### Routed clock nets over the placement, run 1

(4 px per um)
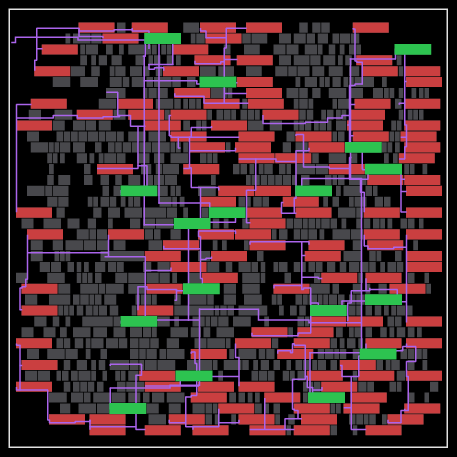
### Port wiring, run 1

(4 px per um)
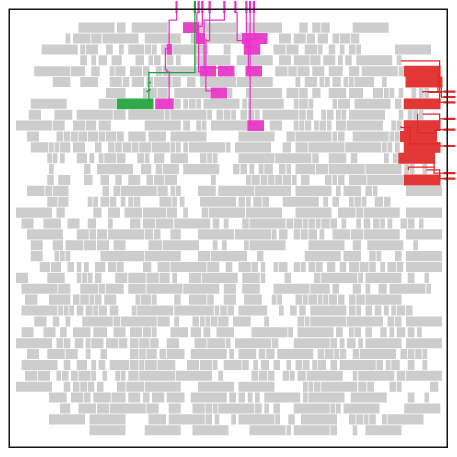
### Clock wiring as the flow saved it, run 1

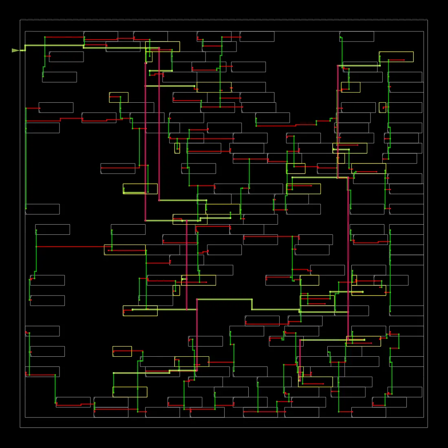
$ cat src/rtl/lut_ram_loader.sv
// Byte-stream to LUT RAM loader: packs bytes little-endian into words and writes
// them to consecutive addresses from 0, with done/err status and a running checksum.
module lut_ram_loader #(
  parameter int LUT_WIDTH = 32,
  parameter int LUT_DEPTH = 256,
  localparam int AW = $clog2(LUT_DEPTH)
) (
  input  logic                 clk,
  input  logic                 rst,
  input  logic                 start,
  input  logic [AW:0]          num_words,
  input  logic                 byte_valid,
  input  logic [7:0]           byte_data,
  output logic                 byte_ready,
  output logic                 wr_en,
  output logic [AW-1:0]        wr_addr,
  output logic [LUT_WIDTH-1:0] wr_data,
  output logic                 busy,
  output logic                 done,
  output logic                 err,
  output logic [LUT_WIDTH-1:0] checksum
);

  localparam int BPW = LUT_WIDTH / 8;
  localparam int BIW = (BPW > 1) ? $clog2(BPW) : 1;

  localparam logic [1:0] S_IDLE  = 2'd0;
  localparam logic [1:0] S_LOAD  = 2'd1;
  localparam logic [1:0] S_DRAIN = 2'd2;
  localparam logic [1:0] S_DONE  = 2'd3;

  logic [1:0]           r_state;
  logic                 r_ready;
  logic                 r_wr_en;
  logic [AW-1:0]        r_wr_addr;
  logic [LUT_WIDTH-1:0] r_wr_data;
  logic                 r_busy;
  logic                 r_done;
  logic                 r_err;
  logic [LUT_WIDTH-1:0] r_checksum;
  logic [AW:0]          r_num_words;
  logic [AW:0]          r_word_cnt;
  logic [BIW-1:0]       r_byte_idx;
  logic [LUT_WIDTH-1:0] r_asm;

  logic                 w_accept;
  logic                 w_last_byte;
  logic                 w_last_word;
  logic [LUT_WIDTH-1:0] w_word;

  assign w_accept    = byte_valid && r_ready;
  assign w_last_byte = (r_byte_idx == BIW'(BPW - 1));
  assign w_last_word = ((r_word_cnt + (AW + 1)'(1)) == r_num_words);

  // Assembled word including the byte on the bus, so the final byte is written without an extra cycle.
  always_comb begin
    w_word = r_asm;
    w_word[8*r_byte_idx +: 8] = byte_data;
  end

  // Control FSM, write port and status registers.
  always_ff @(posedge clk or posedge rst) begin
    if (rst) begin
      r_state     <= S_IDLE;
      r_ready     <= 1'b0;
      r_wr_en     <= 1'b0;
      r_wr_addr   <= '0;
      r_wr_data   <= '0;
      r_busy      <= 1'b0;
      r_done      <= 1'b0;
      r_err       <= 1'b0;
      r_checksum  <= '0;
      r_num_words <= '0;
      r_word_cnt  <= '0;
      r_byte_idx  <= '0;
      r_asm       <= '0;
    end else begin
      r_wr_en <= 1'b0;
      case (r_state)
        S_IDLE, S_DONE: begin
          if (start) begin
            r_checksum <= '0;
            if (num_words == '0) begin
              r_state <= S_DONE;
              r_done  <= 1'b1;
              r_err   <= 1'b0;
            end else if (num_words > (AW + 1)'(LUT_DEPTH)) begin
              r_state <= S_DONE;
              r_done  <= 1'b1;
              r_err   <= 1'b1;
            end else begin
              r_state     <= S_LOAD;
              r_ready     <= 1'b1;
              r_busy      <= 1'b1;
              r_done      <= 1'b0;
              r_err       <= 1'b0;
              r_num_words <= num_words;
              r_word_cnt  <= '0;
              r_byte_idx  <= '0;
              r_asm       <= '0;
            end
          end
        end
        S_LOAD: begin
          if (w_accept) begin
            if (w_last_byte) begin
              r_wr_en    <= 1'b1;
              r_wr_addr  <= r_word_cnt[AW-1:0];
              r_wr_data  <= w_word;
              r_checksum <= r_checksum + w_word;
              r_word_cnt <= r_word_cnt + (AW + 1)'(1);
              r_byte_idx <= '0;
              r_asm      <= '0;
              if (w_last_word) begin
                r_state <= S_DRAIN;
                r_ready <= 1'b0;
              end
            end else begin
              r_asm      <= w_word;
              r_byte_idx <= r_byte_idx + BIW'(1);
            end
          end
        end
        S_DRAIN: begin
          r_state <= S_DONE;
          r_busy  <= 1'b0;
          r_done  <= 1'b1;
        end
        default: begin
          r_state <= S_IDLE;
          r_ready <= 1'b0;
          r_busy  <= 1'b0;
        end
      endcase
    end
  end

  assign byte_ready = r_ready;
  assign wr_en      = r_wr_en;
  assign wr_addr    = r_wr_addr;
  assign wr_data    = r_wr_data;
  assign busy       = r_busy;
  assign done       = r_done;
  assign err        = r_err;
  assign checksum   = r_checksum;

endmodule

$ cat config.mk
export PLATFORM = sky130hd
export DESIGN_NAME = lut_ram_loader
export DESIGN_NICKNAME = d
export VERILOG_FILES = /design/src/rtl/lut_ram_loader.sv
export SDC_FILE = /design/constraint.sdc
export NUM_CORES = 1
export LEC_CHECK = 0
export CORE_UTILIZATION = 65
export DETAILED_ROUTE_END_ITERATION = 16
export DONT_BUFFER_PORTS = 1
export HOLD_SLACK_MARGIN = 0.06
export PLACE_DENSITY_LB_ADDON = 0.15
export SKIP_CTS_REPAIR_TIMING = 1
export SYNTH_ARGS = -nofsm -noshare
export SYNTH_HDL_FRONTEND = slang
export SYNTH_SLANG_ARGS = --single-unit
$ cat constraint.sdc
create_clock -name clk -period 11.2 [get_ports clk]
set_input_delay 2.24 -clock clk [delete_from_list [all_inputs] [get_ports clk]]
set_output_delay 2.24 -clock clk [all_outputs]
set_load 0.02 [all_outputs]
==> results.md, run 1 <==
| Quantity | This run |
| --- | --- |
| Number of setup violations in the final report | 0 |
| Synth Area in Adders | 8.15% |
| Final total negative setup slack | 0 ns |
| Vias in the first global route | 5783 |
| DRC violation count after routing | 0 |
| Final hold slack | 0.471 ns |
| Detailed-placement wirelength estimate | 13.6 mm |
| Cell total in the yosys stat output | 816 |
| Maximum capacitance violations | 0 |
| Ratio of cells with drive above 1 in the final layout | 7.62% |
| Reg power frac | 36.7% |
| Switching power of the nets | 573 uW |
| Hold WC Path Type | flip-flop to flip-flop |
| Clock period minus worst slack | 4.53 ns |
| Die X | 109 um |
| Main combinational cell family by area after synthesis | AND-OR/OR-AND gates |
| Clock H-tree levels | 4 |
| Kind of end point of the critical path | flip-flop |
| Data arrival at the endpoint of the critical path | 4.83 ns |
| Routability Congestion | 0.911 |
| Leakage power total | 0.00407 uW |
| Complex-gate fraction of the synthesized area | 21.1% |
| Critical Path Fanout Max | 9 |
| Aggregate global routing overflow | 0 |
| Avg Inst Size Synth | 9.14 um2 |
| Detailed router's first-iteration violation count | 469 |
| CP Data Required Time | 11.51 ns |
| Synth top cells by count | sky130_fd_sc_hd__nand2_1, sky130_fd_sc_hd__dfrtp_1, sky130_fd_sc_hd__o21ai_0 |
| Worst hold path depth | 2 |
| CP Launch Type | flip-flop |
| Antenna violations before repair | 0 |
| Drt first pass iters | 5 |
| Post-placement cell count | 924 |
| Most used flip-flop cell | sky130_fd_sc_hd__dfrtp_1 |
| Post-synth top area cell | sky130_fd_sc_hd__dfrtp_1 |
| Wire per inst | 19.8 um |
| Number of max-slew violations in the final report | 0 |
| Endpoint of the lowest-slack register-to-register path | checksum[31]$_DFFE_PP0P_ |
| Minimum setup slack after placement | 6.31 ns |
| Reg2Reg Launch Point | r_byte_idx[0]$_DFFE_PP0P_ |
| Worst Reg2Reg Path Length in Cells | 16 |
| Post-layout period usage | 40.4% |
| First-pass GRT wire length | 29.9 mm |
| Status | completed |
Back to the opening pictures, 'Routed clock nets over the placement':
flip-flops -> red  # count 131
clock drivers -> green  # count 17
clock wires -> purple  # length 1680 um
routed clock nets = 18
flops lie = widely spread
Setup Skew: 0.00846 ns
clock group total power: 529 uW
clock power share: 33.8%

Back to the opening pictures, 'Port wiring':
wr_addr -> red  # bits 8, direction output, edge right, end cells 8, buffers 0, wire 94.0 um
num_words -> magenta  # bits 9, direction input, edge top, end cells 12, buffers 0, wire 180 um
byte_ready -> green  # bits 1, direction output, edge top, end cells 1, buffers 0, wire 37.0 um
count of input and output buffers: 0
Top Ports: 98

Back to the opening pictures, 'Clock wiring as the flow saved it':
total CTS buffers: 17
total clock sinks: 131
total of clock buffers placed in the layout: 25
Skew-Pair Late Insertion Delay: 0.43 ns

run 1: layout make-up:
| class | instances | area, um2 |
|---|---|---|
| Clock buffer | 25 | 505 |
| Fill cell | 824 | 2950 |
| Multi-Input combinational cell | 597 | 3840 |
| Clock inverter | 5 | 50.0 |
| Tap cell | 140 | 175 |
| Timing Repair Buffer | 4 | 30.0 |
| Inverter | 52 | 198 |
| Sequential cell | 131 | 3280 |
run 1: per-layer routing:
metal  global-route usage (%)  up-vias  part of all wire, %
li1                         -     2830                    -
met1                     44.1     2928                   42
met2                     51.9      224                   46
met3                     10.9       51                  8.7
met4                     13.1        0                  2.7
met5                        0        -                    0
run 1: power by group through the flow:
stage	sequential, uW	clock [uW]	combinational [uW]
floorplan	567	0	347
global placement	576	0	434
detailed placement	581	0	452
CTS	573	528	455
global route	579	550	509
finish	573	529	462
run 1: worst max-delay path, cell delays in order, from the launching register on:
cell and delay [ns]:
sky130_fd_sc_hd__dfrtp_1 0.47, sky130_fd_sc_hd__inv_1 0.20, sky130_fd_sc_hd__ha_1 0.42, sky130_fd_sc_hd__nand2_1 0.10
sky130_fd_sc_hd__nor3_1 0.81, sky130_fd_sc_hd__a21oi_1 0.34, sky130_fd_sc_hd__inv_1 0.14, sky130_fd_sc_hd__ha_1 0.29
sky130_fd_sc_hd__a21oi_1 0.22, sky130_fd_sc_hd__o21ai_0 0.18, sky130_fd_sc_hd__a21oi_1 0.23, sky130_fd_sc_hd__o221a_2 0.22
sky130_fd_sc_hd__o31a_1 0.23, sky130_fd_sc_hd__o211ai_2 0.12, sky130_fd_sc_hd__xor2_1 0.16, sky130_fd_sc_hd__a21oi_1 0.17
sky130_fd_sc_hd__o22ai_1 0.12
==> run 2, diff against run 1 <==
--- a/config.mk
+++ b/config.mk
@@ -5,7 +5,7 @@
 export SDC_FILE = /design/constraint.sdc
 export NUM_CORES = 1
 export LEC_CHECK = 0
-export CORE_UTILIZATION = 65
+export CORE_UTILIZATION = 64
 export DETAILED_ROUTE_END_ITERATION = 16
 export DONT_BUFFER_PORTS = 1
 export HOLD_SLACK_MARGIN = 0.06
==> constraint.sdc (replaced) <==
create_clock -name clk -period 4.6 [get_ports clk]
set_input_delay 0.92 -clock clk [delete_from_list [all_inputs] [get_ports clk]]
set_output_delay 0.92 -clock clk [all_outputs]
set_load 0.02 [all_outputs]
==> run 2 against run 1 <==
Against the previous run:
- setup slack got worse by 6.3 ns
- wire length rose by 1.0%
- critical path type unchanged
- sequential cell count did not move
- largest power group is now the clock network
==> results.md, run 2 <==
| Quantity | This run | vs previous |
| --- | --- | --- |
| Skew-Pair Late Insertion Delay | 0.43 ns | about the same |
| Critical Path Fanout Max | 11 | +2 |
| Number of setup violations in the final report | 0 | unchanged |
| Status | completed |  |
| Maximum capacitance violations | 0 | unchanged |
| Detailed-placement wirelength estimate | 13.4 mm | -1.5% |
| CP most frequent cell | sky130_fd_sc_hd__a21oi_1 |  |
| Slowest Stage Delay on Critical Path | 0.50 ns | -0.31 ns |
| Die X | 110 um | +0.77% |
| Number of max-slew violations in the final report | 0 | unchanged |
| Hold WC Path Type | input pin to asynchronous set/reset pin |  |
| Antenna violations before repair | 0 | unchanged |
| Critical path buffers and inverters | 2 | unchanged |
| Final hold slack | 0.455 ns | -0.0159 ns |
| Worst Reg2Reg Path Length in Cells | 15 | -1 |
| Post-placement cell count | 930 | +0.65% |
| Routability Congestion | 0.970 | +6.5% |
| Total CTS buffers | 17 | unchanged |
| Count of input and output buffers | 0 | unchanged |
| Drt first pass iters | 5 | unchanged |
| DRC violation count after routing | 0 | unchanged |
| Number of cells on the critical path | 15 | -1 |
| CP Launch Type | flip-flop |  |
| Cell total in the yosys stat output | 816 | unchanged |
| Highest-delay cell along the critical path | sky130_fd_sc_hd__nor3b_2 |  |
| Detailed router's first-iteration violation count | 414 | -12% |
| Top Ports | 98 | unchanged |
| First-pass GRT wire length | 30.0 mm | +0.46% |
| Kind of end point of the critical path | flip-flop |  |
| Aggregate global routing overflow | 0 | unchanged |
| CP Data Required Time | 4.90 ns | -6.61 ns |
| Minimum setup slack after placement | 0.218 ns | -6.09 ns |
| Post-layout period usage | 91.5% | +51 points |
| Series of cell instances along the critical path | inv_1, ha_1, nor3b_2, a21oi_1, inv_1, ha_1, a21o_1, a21oi_1, a32oi_4, a21oi_2, o31a_1, o211ai_2, xor2_1, a21oi_1, o22ai_1 |  |
| Clock H-tree levels | 4 | unchanged |
| Final total negative setup slack | 0 ns | unchanged |
| Fill count | 847 | +2.8% |
| Avg Inst Size Synth | 9.14 um2 | unchanged |
| Vias in the first global route | 5867 | +1.5% |
| Post-synth top area cell | sky130_fd_sc_hd__dfrtp_1 |  |
| Top cell family by delay on the critical path | AND-OR/OR-AND gates |  |
-- run 2: cell counts after synthesis --
Identical to the previous run, type by type.
-- run 2: cells by family after synthesis --
family                   after synthesis  share of synthesized area (%)
AND/OR/NAND/NOR                      252                           16.0
buffers and inverters                 88                           4.63
AND-OR/OR-AND                        248                           21.1
adder cells (fa/ha/maj)               48                           8.15
flip-flops                           131                           43.9
XOR/XNOR                              38                           4.46
multiplexers                          11                           1.64
-- run 2: final timing paths --
check / from / to
max: r_byte_idx[0]$_DFFE_PP0P_ / checksum[31]$_DFFE_PP0P_
min: rst / wr_data[9]$_DFFE_PP0P_
max reg2reg: r_byte_idx[0]$_DFFE_PP0P_ / checksum[31]$_DFFE_PP0P_
min reg2reg: r_asm[23]$_DFFE_PP0P_ / r_asm[23]$_DFFE_PP0P_
max in group asynchronous: rst / wr_data[27]$_DFFE_PP0P_
min in group clk: r_asm[23]$_DFFE_PP0P_ / r_asm[23]$_DFFE_PP0P_
-- run 2: final cells by class --
cell class / count / area [um2] / area share [%]
Clock inverter: 8 / 150 / 1.83
Inverter: 52 / 198 / 2.41
Clock buffer: 24 / 472 / 5.76
Sequential cell: 131 / 3280 / 40.0
Multi-Input combinational cell: 597 / 3840 / 47.0
Timing Repair Buffer: 7 / 65.1 / 0.795
Tap cell: 143 / 179 / 2.19
-- run 2: metal layers --
| metal | global-route usage (%) | routed length (um) | vias to the layer above |
|---|---|---|---|
| met5 | 0 | 0 | - |
| met4 | 10.9 | 416 | 0 |
| met3 | 9.99 | 1550 | 36 |
| met2 | 52.7 | 9110 | 229 |
| met1 | 43.3 | 7970 | 3009 |
| li1 | - | - | 2812 |
-- run 2: power breakdown --
part | switching (uW) | leakage (uW) | internal, uW
sequential | 123 | 0.00179 | 1270
clock | 500 | 0.000299 | 936
combinational | 794 | 0.00203 | 357
### Clock wiring as the flow saved it, run 2

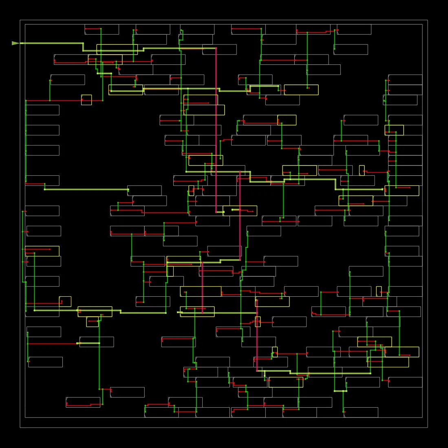
sequential cell count: 131
clock group total power: 1440 uW
Setup Skew: 0.00908 ns
total of clock buffers placed in the layout: 24

### Metal 3, run 2

(3 px per um)
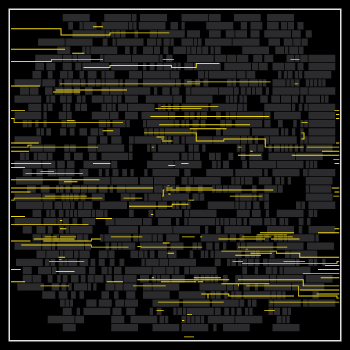
share of all routed wire = 8.2%
nets with wire on the layer = 103
wire length on this layer = 1550 um
longest straight run = 47.1 um
main direction = horizontal

==> run 3, diff against run 2 <==
--- a/config.mk
+++ b/config.mk
@@ -5,7 +5,10 @@
 export SDC_FILE = /design/constraint.sdc
 export NUM_CORES = 1
 export LEC_CHECK = 0
+export ABC_AREA = 1
+export CAP_MARGIN = 0
 export CORE_UTILIZATION = 64
+export CTS_CLUSTER_DIAMETER = 120
 export DETAILED_ROUTE_END_ITERATION = 16
 export DONT_BUFFER_PORTS = 1
 export HOLD_SLACK_MARGIN = 0.06
==> run 3 against run 2 <==
Against the previous run:
- the run now ends with design-rule violations left
- clock skew shrank 0.0014 ns
- clock power shrank 8%
- power grew 0.96%
- non-clock buffer count shrank 2
- wire length grew 6.8%
- combinational power grew 4%
- register-to-register slack gained 0.65 ns
- synthesized area grew 4.2%
- largest cell class unchanged
- hold slack gained 0.044 ns
==> results.md, run 3 <==
| Quantity | This run | vs previous |
| --- | --- | --- |
| Power in sequential cells | 1490 uW | +7% |
| Xor/xnor share | 0.450% | -4.0 points |
| Met3 routed WL | 1.65 mm | +6.4% |
| Final total negative setup slack | 0 ns | unchanged |
| Gr busiest metal | met2 |  |
| Kind of end point of the critical path | flip-flop |  |
| Series of cell instances along the critical path | inv_1, ha_1, nor2_1, inv_1, nor3_1, a21oi_1, inv_1, ha_1, fa_1, nand2_1, inv_1, nand2_1, nand2_2, nand2_1, nand2_1, nand2_1, nand2_1, a21oi_1, nand2_1, nand2_1, o21ai_1 |  |
| CP most frequent cell | sky130_fd_sc_hd__nand2_1 |  |
| Avg Inst Size Synth | 7.69 um2 | -16% |
| Violated checks | design-rule violations |  |
| Number of cells on the critical path | 21 | +6 |
| Clock power share | 33.0% | -3.1 points |
| Status | complete, but fails checks |  |
| Detailed-placement wirelength estimate | 15.2 mm | +14% |
| Top Ports | 98 | unchanged |
| Highest-delay cell along the critical path | sky130_fd_sc_hd__dfrtp_1 |  |
| Setup Skew | 0.00772 ns | -0.00136 ns |
| Post-synth top area cell | sky130_fd_sc_hd__dfrtp_1 |  |
| DRC violation count after routing | 6 | +6 |
| GRT met1 Usage | 46.8% | +3.5 points |
| CP Data Required Time | 4.91 ns | about the same |
| Combinational cell power | 1200 uW | +4% |
| Skew-Pair Late Insertion Delay | 0.42 ns | about the same |
| Cell total in the yosys stat output | 1011 | +24% |
| Aggregate global routing overflow | 0 | unchanged |
| Clock group total power | 1320 uW | -8% |
| Highest routed layer | met4 |  |
| Leading power group | sequential cells |  |
| Top cell family by delay on the critical path | adder cells |  |
| Drt first pass iters | 13 | +8 |
| Count of input and output buffers | 0 | unchanged |
| Worst Reg2Reg Path Length in Cells | 21 | +6 |
| Minimum setup slack after placement | 1.13 ns | +0.910 ns |
| Slowest Stage Delay on Critical Path | 0.51 ns | about the same |
| Complex-gate fraction of the synthesized area | 15.3% | -5.9 points |
| Total CTS buffers | 17 | unchanged |
| Switching power of the nets | 1580 uW | +12% |
| Clock H-tree levels | 4 | unchanged |
| Number of setup violations in the final report | 0 | unchanged |
| Main combinational cell family by area after synthesis | simple AND/OR/NAND/NOR gates |  |
| Basic-gate share of the synthesized area counting and, or, nand and nor cells | 24.7% | +8.6 points |
| Routability Congestion | 0.973 | +0.35% |
## run 3: netlist changes by cell type in the layout (fill, tap and decap cells not counted), moves of 24 or more
cell                      before  now
sky130_fd_sc_hd__a22o_1       26    2
sky130_fd_sc_hd__inv_1        50  117
sky130_fd_sc_hd__nand2_1     137  252
sky130_fd_sc_hd__nand3_1      11   56
sky130_fd_sc_hd__nor2_1       18   83
sky130_fd_sc_hd__nor2b_1      41    0
sky130_fd_sc_hd__o21ai_0      90   58
sky130_fd_sc_hd__o22ai_1       1   36
## run 3: per-stage QoR
step                hold slack, ns  std cells  area, um2
global route                 0.521       1165       8460
finish                       0.500       1165       8460
floorplan                    0.453       1011       7780
CTS                          0.497       1165       8460
global placement             0.473       1134       7880
detailed placement           0.481       1134       7880
## run 3: cell type report
type / instances / area, um2 / share of cell area [%]
Multi-Input combinational cell: 730 / 3920 / 46.3
Sequential cell: 131 / 3280 / 38.8
Inverter: 125 / 472 / 5.58
Clock buffer: 19 / 443 / 5.24
Tap cell: 143 / 179 / 2.12
Clock inverter: 12 / 131 / 1.55
Timing Repair Buffer: 5 / 37.5 / 0.444
## run 3: worst paths after layout
path	from	endpoint	slack, ns
worst min register to register	r_num_words[1]$_DFFE_PP0P_	r_num_words[1]$_DFFE_PP0P_	0.50
worst max register to register	r_byte_idx[0]$_DFFE_PP0P_	checksum[18]$_DFFE_PP0P_	1.04
worst max-delay path	r_byte_idx[0]$_DFFE_PP0P_	checksum[18]$_DFFE_PP0P_	1.04
min in group asynchronous	rst	wr_en$_DFF_PP0_	0.52
worst min-delay path	r_num_words[1]$_DFFE_PP0P_	r_num_words[1]$_DFFE_PP0P_	0.50
max in group asynchronous	rst	wr_data[31]$_DFFE_PP0P_	3.10
### Cell classes on the final placement, run 3

(2 px per um)
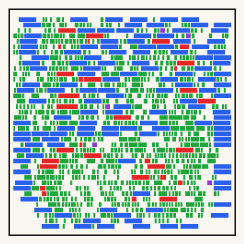
sequential cells -> blue  # cells 131, share of their area 40%
clock drivers and dummy loads -> red  # cells 31, share of their area 6.9%
combinational and other logic -> green  # cells 855, share of their area 53%
remaining buffers and delay cells -> purple  # cells 5, share of their area 0.45%
post-route cell area: 8460 um2
Core Box Area: 11600 um2
Placement Rows: 39
fraction of standard cell area that is sequential: 38.8%
Finished Core Util: 72.8%

### Metal 3, run 3

(3 px per um)
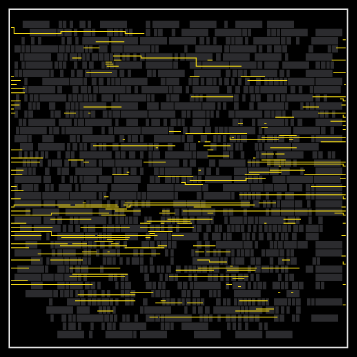
longest straight run = 54.1 um
share of all routed wire = 8.1%
nets with wire on the layer = 144
wire length on this layer = 1650 um
GR Util met3: 8.53%
Routed WL: 20.4 mm
number of vias in the routed layout: 6956

No activity file was given, so power comes from the tool's default toggle rates.
